Clock network drawn from the DEF:
Bar = 50 µm.
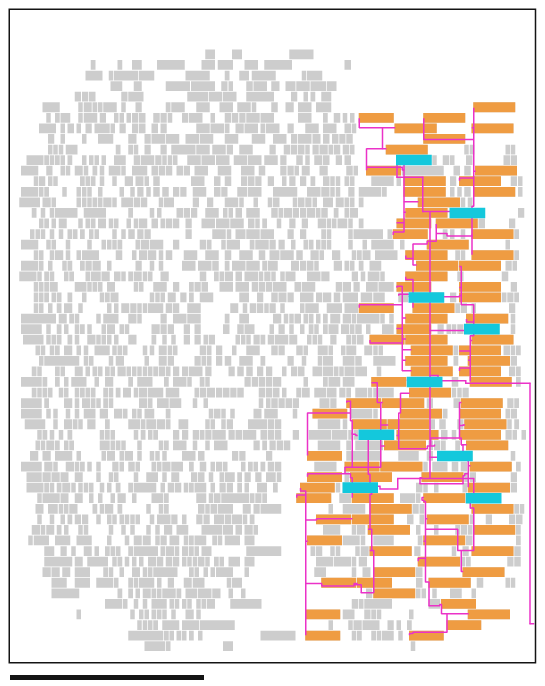
Cells colored by class:
Fill, decap, tap and diode cells in gray.
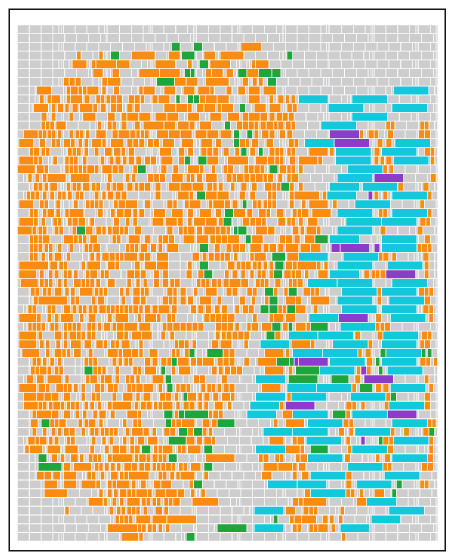
==> config.mk <==
export PLATFORM = sky130hd
export DESIGN_NAME = dsp_result_drain
export DESIGN_NICKNAME = d
export VERILOG_FILES = /design/src/rtl/dsp_result_drain.sv
export SDC_FILE = /design/constraint.sdc
export NUM_CORES = 1
export LEC_CHECK = 0
export ABC_AREA = 1
export CAP_MARGIN = 20
export CORE_ASPECT_RATIO = 1.25
export CORE_MARGIN = 2
export CORE_UTILIZATION = 45
export DETAILED_ROUTE_END_ITERATION = 12
export DONT_BUFFER_PORTS = 1
export GPL_ROUTABILITY_DRIVEN = 0
export GPL_TIMING_DRIVEN = 0
export PLACE_DENSITY = 0.66
export SLEW_MARGIN = 20
export SYNTH_ARGS = -nofsm -noshare
export SYNTH_HDL_FRONTEND = slang
export SYNTH_SLANG_ARGS = --single-unit
==> constraint.sdc <==
create_clock -name clk -period 2.9 [get_ports clk]
set_input_delay 0.725 -clock clk [delete_from_list [all_inputs] [get_ports clk]]
set_output_delay 0.725 -clock clk [all_outputs]
set_load 0.005 [all_outputs]
==> src/rtl/dsp_result_drain.sv <==
// dsp_result_drain: round/shift/saturate stage plus a small result FIFO
// that drains DSP results to a ready/valid consumer without stalling it.
//
// Ports:
//   clk, rst_n           clock, async active-low reset
//   res_valid, res_data  DSP result strobe and 2*WIDTH signed result
//   round_shift, sat_en  rounding shift amount and saturation enable
//   m_valid, m_ready     consumer handshake on the FIFO head
//   m_data, m_sat        head word and its clamp flag (0 when empty)
//   level                FIFO occupancy 0..DEPTH
//   overflow             sticky drop flag, cleared by clr_overflow
module dsp_result_drain #(
   parameter int WIDTH     = 16,
   parameter int OUT_WIDTH = 16,
   parameter int SHIFT_W   = 5,
   parameter int DEPTH     = 4
) (
   input  logic                      clk,
   input  logic                      rst_n,
   input  logic                      res_valid,
   input  logic [2*WIDTH-1:0]        res_data,
   input  logic [SHIFT_W-1:0]        round_shift,
   input  logic                      sat_en,
   output logic                      m_valid,
   input  logic                      m_ready,
   output logic [OUT_WIDTH-1:0]      m_data,
   output logic                      m_sat,
   output logic [$clog2(DEPTH):0]    level,
   output logic                      overflow,
   input  logic                      clr_overflow
);

   localparam int DW = 2 * WIDTH;
   localparam int XW = DW + 1;
   localparam int AW = $clog2(DEPTH);
   localparam int LW = AW + 1;
   localparam int EW = OUT_WIDTH + 1;

   localparam logic signed [XW-1:0] ONE  = 1;
   localparam logic signed [XW-1:0] SMAX = (ONE <<< (OUT_WIDTH - 1)) - ONE;
   localparam logic signed [XW-1:0] SMIN = -(ONE <<< (OUT_WIDTH - 1));

   // stage 1: round, shift, saturate
   logic signed [XW-1:0]  ext;
   logic signed [XW-1:0]  rnd;
   logic signed [XW-1:0]  sum;
   logic signed [XW-1:0]  r;
   logic [OUT_WIDTH-1:0]  word;
   logic                  sat;

   logic                  s1_v;
   logic [OUT_WIDTH-1:0]  s1_word;
   logic                  s1_sat;

   // stage 2: FIFO
   logic [EW-1:0]         mem [DEPTH];
   logic [AW-1:0]         wr_ptr;
   logic [AW-1:0]         rd_ptr;
   logic [EW-1:0]         head;
   logic                  full;
   logic                  pop;
   logic                  push;
   logic                  drop;

   // one extra bit keeps the rounding add from wrapping at the top of range
   always_comb begin
      ext = {res_data[DW-1], res_data};
      rnd = '0;
      if (round_shift != '0)
         rnd = ONE << (round_shift - 1'b1);
      sum = ext + rnd;
      r   = sum >>> round_shift;
      word = r[OUT_WIDTH-1:0];
      sat  = 1'b0;
      if (sat_en && (r > SMAX)) begin
         word = SMAX[OUT_WIDTH-1:0];
         sat  = 1'b1;
      end else if (sat_en && (r < SMIN)) begin
         word = SMIN[OUT_WIDTH-1:0];
         sat  = 1'b1;
      end
   end

   always_ff @(posedge clk or negedge rst_n) begin
      if (!rst_n) begin
         s1_v    <= 1'b0;
         s1_word <= '0;
         s1_sat  <= 1'b0;
      end else begin
         s1_v <= res_valid;
         if (res_valid) begin
            s1_word <= word;
            s1_sat  <= sat;
         end
      end
   end

   assign m_valid = (level != '0);
   assign full    = (level == LW'(DEPTH));
   assign pop     = m_valid & m_ready;
   // a pop in the same cycle frees the slot, so a full FIFO still accepts
   assign push    = s1_v & (~full | pop);
   assign drop    = s1_v & full & ~pop;

   always_ff @(posedge clk) begin
      if (push)
         mem[wr_ptr] <= {s1_sat, s1_word};
   end

   always_ff @(posedge clk or negedge rst_n) begin
      if (!rst_n) begin
         wr_ptr   <= '0;
         rd_ptr   <= '0;
         level    <= '0;
         overflow <= 1'b0;
      end else begin
         if (push)
            wr_ptr <= wr_ptr + 1'b1;
         if (pop)
            rd_ptr <= rd_ptr + 1'b1;
         case ({push, pop})
            2'b10:   level <= level + 1'b1;
            2'b01:   level <= level - 1'b1;
            default: level <= level;
         endcase
         // a drop in the same cycle as a clear keeps the flag set
         if (drop)
            overflow <= 1'b1;
         else if (clr_overflow)
            overflow <= 1'b0;
      end
   end

   assign head   = mem[rd_ptr];
   assign m_data = m_valid ? head[OUT_WIDTH-1:0] : '0;
   assign m_sat  = m_valid & head[OUT_WIDTH];

endmodule

==> summary.txt <==
run results: cts hold-fix bufs 0, First-pass DRT Iterations 5, DR WL/cell 17.5 µm, OpenROAD warning count 32, crit path DRT 3.16 ns, Ys Warns 0, simple share 0.478, fin area 11,800 µm², CTS Sinks 94, initial antenna violation count 0, Slew HR 0.541, Tot GR Track Use 0.286, Crit path largest cell delay between 0.3 and 0.4 ns, Startpoint Class primary input, layout cell share with drive strength beyond 1 0.266, actual slew at the worst max-slew pin approximately 0.69 ns, WL final 32,500 µm, status complete, but fails checks, P per Cell Area 462 nW/µm², endpoints failing hold 0, Mapped Area 9660 µm², violated checks setup timing, Die ar. 22,700 µm², Worst IR Drop VDD 0.000508 V, final setup violation count 17, Init Core Util 0.461, Pwr Total 5.46 mW, Crit Path Category primary input to flip-flop, Synth mux share 0, Chip Area, Yosys 9660 µm², Avg Cell Area, Syn 6.33 µm², # fillers 2,067, ys cells 1,527, clock slew at reported path FFs 0.06 ns, detailed-route DRC error count 0, Vias/cell between 5 and 6, num rows 59, Adder Area Share 0.0521, CP max FO 6, CP Capture Type flip-flop, worst min-delay path category primary input to async pin, max-slew violation count 0, post-synthesis sequential area ratio 0.279, Synth Area in XOR/XNOR 0.0127, most instantiated logic cell after routing nand2_1, vias 10,301, first-pass GRT wire length 50,900 µm, fin crit share 1.56, DIE WIDTH between 100 and 150 µm, slowest CP cell fa_2, aoi share 0.0765, Final ANT Viol Nets 0, Die H 168 µm, Port Buf Inserts 0, Setup WS pre-CTS -2.70 ns, Top Ports 65, placement-stage cell area about 10,000 µm², Mapped Nets 1,609, crit path DAT between 4 and 5 ns, most frequent cells in the layout nand2_1, nand3_1, inv_1, nor2_1, nand3_2, Mapped Cells between 1,500 and 2,000, root buffer cell clkbuf_16, Setup WS post-layout -1.62 ns, minimum setup slack among reg-to-reg paths just under 0.5 ns, post-DP HPWL 25,800 µm, CTS H-tree depth 3, Fmax 221 MHz, # diodes 0, Leak 5.51 nW, largest net degree at the start of global routing 27, worst r2r dst level[2], FF-to-FF path depth 10, Iter 0 DRT Violations 698, worst r2r src level[0]
About 'clock network drawn from the DEF':
[clock wires] magenta | length: 960 µm
[clock-net drivers] cyan | count: 9
[flip-flops] orange | count: 94
routed clock nets	10
Setup Skew: 0.00760 ns
clk ins delay skew pair: 0.33 ns

About 'cells colored by class':
class	color	cells	share of their area
clock drivers and dummy loads	purple	16	2.5%
registers	cyan	94	23%
remaining logic cells	orange	1,374	67%
remaining buffers and delay cells	green	98	6.7%

worst max path at each step:
| stage | from | end | slack, ns | cells after the start |
|---|---|---|---|---|
| finish | round_shift[0] | s1_word[3] | -1.62 | 34 |
| global placement | round_shift[2] | s1_word[7] | -2.66 | 34 |
| CTS | round_shift[0] | s1_word[10] | -1.52 | 38 |
| global route | round_shift[4] | s1_word[15] | -1.86 | 31 |
| floorplan | round_shift[0] | s1_word[1] | -1.55 | 39 |
| detailed placement | round_shift[2] | s1_word[7] | -2.70 | 34 |
state kept, by name, summed over array words and instances (netlist names):
register and flops:
level 3, mem 68, overflow 1, rd_ptr 2, s1_sat 1, s1_v 1
s1_word 16, wr_ptr 2
cell usage after synthesis (all sizes together):
cell type / count / area share
a21boi: 1 / 0.00078
a21oi: 70 / 0.048
a22oi: 1 / 0.00078
and2: 2 / 0.0013
and3: 1 / 0.00065
buf: 34 / 0.019
clkbuf: 25 / 0.010
clkinv: 10 / 0.0039
conb: 1 / 0.00039
dfrtp: 26 / 0.067
edfxtp: 68 / 0.21
fa: 2 / 0.0041
ha: 37 / 0.048
inv: 175 / 0.068
nand2: 462 / 0.19
nand3: 326 / 0.19
nand3b: 2 / 0.0016
nand4: 10 / 0.0087
nor2: 204 / 0.083
nor3: 4 / 0.0032
o211ai: 3 / 0.0023
o21ai: 43 / 0.022
o21bai: 1 / 0.00078
o22ai: 2 / 0.0013
or2: 3 / 0.0019
xnor2: 3 / 0.0027
xor2: 11 / 0.010
layout make-up:
class | count | area (µm²) | area share
clock inverters | 4 | 47.5 | 0.00402
repair buffers | 40 | 364 | 0.0308
inverters | 185 | 706 | 0.0597
plain buffers | 58 | 407 | 0.0344
well taps | 274 | 343 | 0.0290
clock buffers | 12 | 236 | 0.0200
multi-input cells | 1189 | 7020 | 0.594
flip-flops and latches | 94 | 2690 | 0.228
kinds of logic after synthesis:
kind of cell               after synthesis
AOI/OAI and AO/OA                      121
and+or+nand+nor                       1014
xor gates and xnor gates                14
DFF                                     94
buffers and inverters                  244
other                                    1
adders and majority gates               39
stage by stage:
step | utilization | instances | TNS, ns
2_1_floorplan | - | 1527 | -25.48
3_3_place_gp | 0.481 | 1801 | -44.07
3_5_place_dp | 0.484 | 1805 | -44.60
4_1_cts | 0.544 | 1850 | -25.36
5_1_grt | 0.564 | 1856 | -30.86
6_report | 0.564 | 1856 | -27.00
power by group:
part | switching (mW) | leakage (nW) | internal, mW
registers | 0.149 | 0.915 | 1.78
clock network | 0.449 | 0.137 | 0.665
logic | 1.61 | 4.46 | 0.813
total | 2.21 | 5.51 | 3.26
worst max-delay path: cells and delay by family:
| family | cells | cell delay, ns |
|---|---|---|
| fa+ha+maj | 2 | 0.50 |
| simple gates | 23 | 2.63 |
| buf+inv | 8 | 0.77 |
| compound gates | 1 | 0.11 |
metal layers:
metal | share of wire | track usage
met5 | 0 | 0
met4 | 0.080 | 0.192
met3 | 0.048 | 0.0316
met2 | 0.51 | 0.520
met1 | 0.37 | 0.310
repair_timing:
action                                  4_1_cts  5_1_grt
endpoints found under the hold margin         0        0
pin swaps                                    50       32
endpoints found under the setup margin       26       25
gates cloned                                  1        0
setup buffers                                29        6
gates resized                               183      103
Power and IR drop assume default switching activity.
